**src/rtl/gate_unit_arbiter.sv**
```systemverilog
// Round-robin arbiter sharing one registered (A|B)&C gate unit among NUM_REQ requesters.
// The winner's operands are latched on the grant edge, and the result is held until res_ack.
module gate_unit_arbiter #(
    parameter int NUM_REQ = 4,
    parameter int IDX_W   = 2
) (
    input  logic               clk,
    input  logic               rst_n,
    input  logic [NUM_REQ-1:0] req,
    input  logic [NUM_REQ-1:0] a_in,
    input  logic [NUM_REQ-1:0] b_in,
    input  logic [NUM_REQ-1:0] c_in,
    output logic [NUM_REQ-1:0] gnt,
    output logic               res_valid,
    output logic               res_d,
    output logic [IDX_W-1:0]   res_id,
    input  logic               res_ack,
    output logic               busy
);

    typedef enum logic [1:0] {
        IDLE,
        EVAL,
        HOLD
    } state_t;

    localparam int unsigned         N    = NUM_REQ;
    localparam logic [IDX_W-1:0]    LAST = IDX_W'(NUM_REQ - 1);

    state_t           state, state_nxt;
    logic [IDX_W-1:0] ptr;
    logic [IDX_W-1:0] win;
    logic             found;
    logic             a_lat, b_lat, c_lat;
    int unsigned      cand;

    // Search ptr, ptr+1, ... with a wrap modulo N so non-power-of-two counts never alias
    always_comb begin
        found = 1'b0;
        win   = '0;
        cand  = 0;
        for (int unsigned i = 0; i < N; i++) begin
            cand = 32'(ptr) + i;
            if (cand >= N) cand = cand - N;
            if (!found && req[cand[IDX_W-1:0]]) begin
                found = 1'b1;
                win   = cand[IDX_W-1:0];
            end
        end
    end

    always_ff @(posedge clk or negedge rst_n) begin
        if (!rst_n) state <= IDLE;
        else        state <= state_nxt;
    end

    always_comb begin
        state_nxt = state;
        busy      = (state != IDLE);
        case (state)
            IDLE:    if (found) state_nxt = EVAL;
            EVAL:    state_nxt = HOLD;
            HOLD:    if (res_ack) state_nxt = IDLE;
            default: state_nxt = IDLE;
        endcase
    end

    always_ff @(posedge clk or negedge rst_n) begin
        if (!rst_n) begin
            gnt       <= '0;
            res_valid <= 1'b0;
            res_d     <= 1'b0;
            res_id    <= '0;
            ptr       <= '0;
            a_lat     <= 1'b0;
            b_lat     <= 1'b0;
            c_lat     <= 1'b0;
        end else begin
            gnt <= '0;
            case (state)
                IDLE: begin
                    if (found) begin
                        gnt    <= NUM_REQ'(1) << win;
                        a_lat  <= a_in[win];
                        b_lat  <= b_in[win];
                        c_lat  <= c_in[win];
                        res_id <= win;
                    end
                end
                EVAL: begin
                    res_d     <= (a_lat | b_lat) & c_lat;
                    res_valid <= 1'b1;
                end
                HOLD: begin
                    if (res_ack) begin
                        res_valid <= 1'b0;
                        ptr       <= (res_id == LAST) ? '0 : res_id + 1'b1;
                    end
                end
                default: ;
            endcase
        end
    end

endmodule

```
**config.mk**
```make
export PLATFORM = sky130hd
export DESIGN_NAME = gate_unit_arbiter
export DESIGN_NICKNAME = d
export VERILOG_FILES = /design/src/rtl/gate_unit_arbiter.sv
export SDC_FILE = /design/constraint.sdc
export NUM_CORES = 1
export LEC_CHECK = 0
export ABC_CLOCK_PERIOD_IN_PS = 2850
export CORE_ASPECT_RATIO = 0.9
export CORE_UTILIZATION = 31
export CTS_BUF_LIST = sky130_fd_sc_hd__clkbuf_8 sky130_fd_sc_hd__clkbuf_16
export CTS_CLUSTER_DIAMETER = 30
export DETAILED_ROUTE_END_ITERATION = 6
export PLACE_DENSITY_LB_ADDON = 0.08
export SLEW_MARGIN = 40
export SYNTH_ARGS = -nofsm -noshare
export SYNTH_HDL_FRONTEND = slang
export SYNTH_SLANG_ARGS = --single-unit
export TNS_END_PERCENT = 50
```
**constraint.sdc**
```tcl
create_clock -name clk -period 2.85 [get_ports clk]
set_input_delay 0.4275 -clock clk [delete_from_list [all_inputs] [get_ports clk]]
set_output_delay 0.4275 -clock clk [all_outputs]
set_load 0.03 [all_outputs]
```
Fig. 1: I/O nets highlighted
(10 px per um)
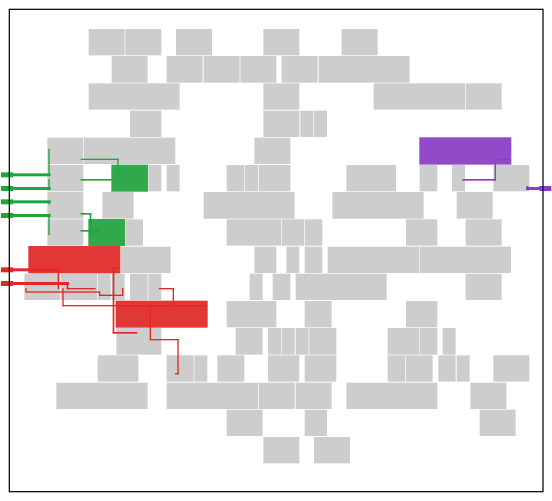
- green: a_in (bits 4; direction input; edge left; end cells 2; wire 32.8 um)
- purple: res_d (bits 1; direction output; edge right; end cells 1; wire 8.00 um)
- red: res_id (bits 2; direction output; edge left; end cells 2; wire 63.9 um)

Fig. 2: clock wires, drivers and flops
(10 px per um)
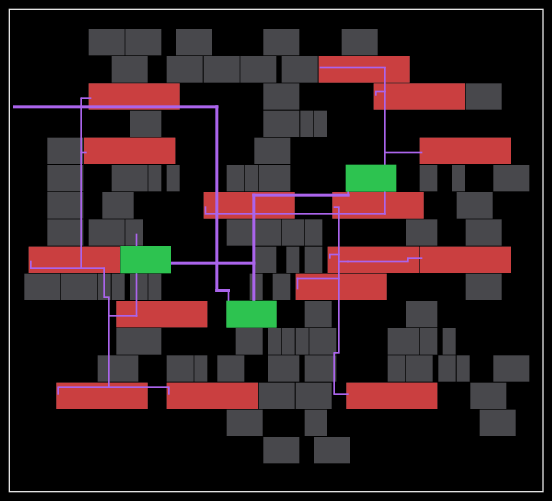
- purple: clock wires (length 225 um)
- green: clock-net drivers (count 3)
- red: flip-flops (count 15)
- routed clock nets: 4

Fig. 3: metal 3
(8 px per um)
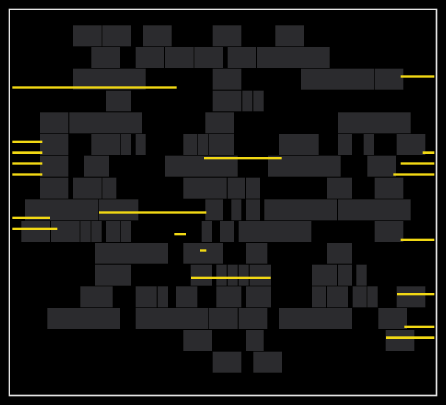
- main direction: horizontal
- longest straight run: 20.2 um
- wire length on this layer: 109 um
- nets with wire on the layer: 17
- share of all routed wire: 7.1%
final WL: 1.524 mm
met3 Use GR: 5.919%

Fig. 4: clock wiring as the flow saved it
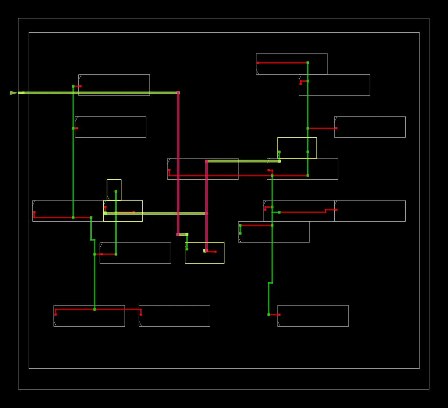
clk sinks: 15
clock group power: 173 uW

Fig. 5: cell classes on the final placement
(4 px per um)
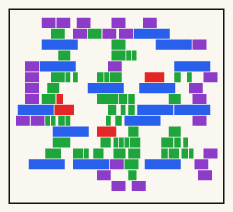
- red: clock drivers and dummy loads (cells 4; share of their area 4.4%)
- blue: sequential cells (cells 15; share of their area 36%)
- purple: remaining buffers and delay cells (cells 27; share of their area 26%)
- green: remaining logic cells (cells 53; share of their area 34%)
sequential portion of the cell area: 34.84%
Rows: 16
Core Area: 2202 um^2

==> impl_metrics.json <==
{
  "status": "completed",
  "r2r_slack_ps": 1210,
  "fmax_ghz": 0.5114,
  "p_seq_uw": 375,
  "area_leaders": "dfrtp_1 51%, mux2i_1 9.6%, nand2_1 5.6%, o221ai_1 3.6%, or2b_2 3.6%",
  "power_uw": 1085,
  "ys_types": 23,
  "crit_buf_inv": 1,
  "reg2reg_depth": 4,
  "crit_end": "busy",
  "cts_buffers": 3,
  "worst_pin_slew_ps": 699.9,
  "grt_pass1_vias": 527,
  "irDropWorstVdd_mv": 0.8154,
  "post-route-cell-area_um2": 1077,
  "m1WireLength_um": 738,
  "p_per_area_nw_per_um2": 1007,
  "crit_family": "buffers and inverters",
  "muxShareOfSynthArea_pct": 11.11,
  "dp.cells": 122,
  "edf_count": 0,
  "portBuffers": 27,
  "drtAntennaViolNets": 0,
  "synth.top_cells.by_count": "15 x dfrtp_1, 11 x nand2_1, 7 x mux2i_1, 5 x o21ai_0",
  "reg2reg_from": "state[1]",
  "top_area_share_pct": 51.28,
  "synth_flops": 15,
  "synth_seq_share_pct": 51.28,
  "pwr-share-comb_pct": 49.4,
  "crit_path_start_kind": "flip-flop",
  "cp.required_ps": 2420,
  "final_cell_mix": "27 x clkdlybuf4s50_1, 15 x dfrtp_1, 11 x nand2_1",
  "hpwl_mm": 1.154,
  "path_cells": "or2_4 > clkdlybuf4s50_1",
  "critPathSlowestCell": "clkdlybuf4s50_1",
  "ff_count": 15,
  "buf_share_pct": 25.09,
  "syn_area_per_cell_um2": 10.61,
  "drtPass1Iterations": 4,
  "maxCapViolCount": 0,
  "drv_slew": 0,
  "startpoint": "state[1]",
  "antenna_found_initial": 0,
  "cp.depth": 2,
  "ys_cells": 69,
  "hold_viol_final": 0,
  "intPower_uw": 655.0,
  "crit_path_max_fanout": 6,
  "min_period_ps": 1955,
  "regMostFlops": "gnt",
  "first_iter_violations": 7,
  "regArea_um2": 375.4,
  "busiest_layer": "met2",
  "gp_congestion": 0.6429,
  "n_antenna_cell": 0,
  "drc": 0,
  "root_buffer": "clkbuf_8",
  "final_net_count": 120,
  "dp_slack_ps": 723.6,
  "die_y_um": 48.10,
  "tns_ps": 0,
  "num-multi-input-gates": 51,
  "ys_sh_aoi_pct": 17.09
}
Power figures rest on the tool's default switching activity, not on a simulated workload.
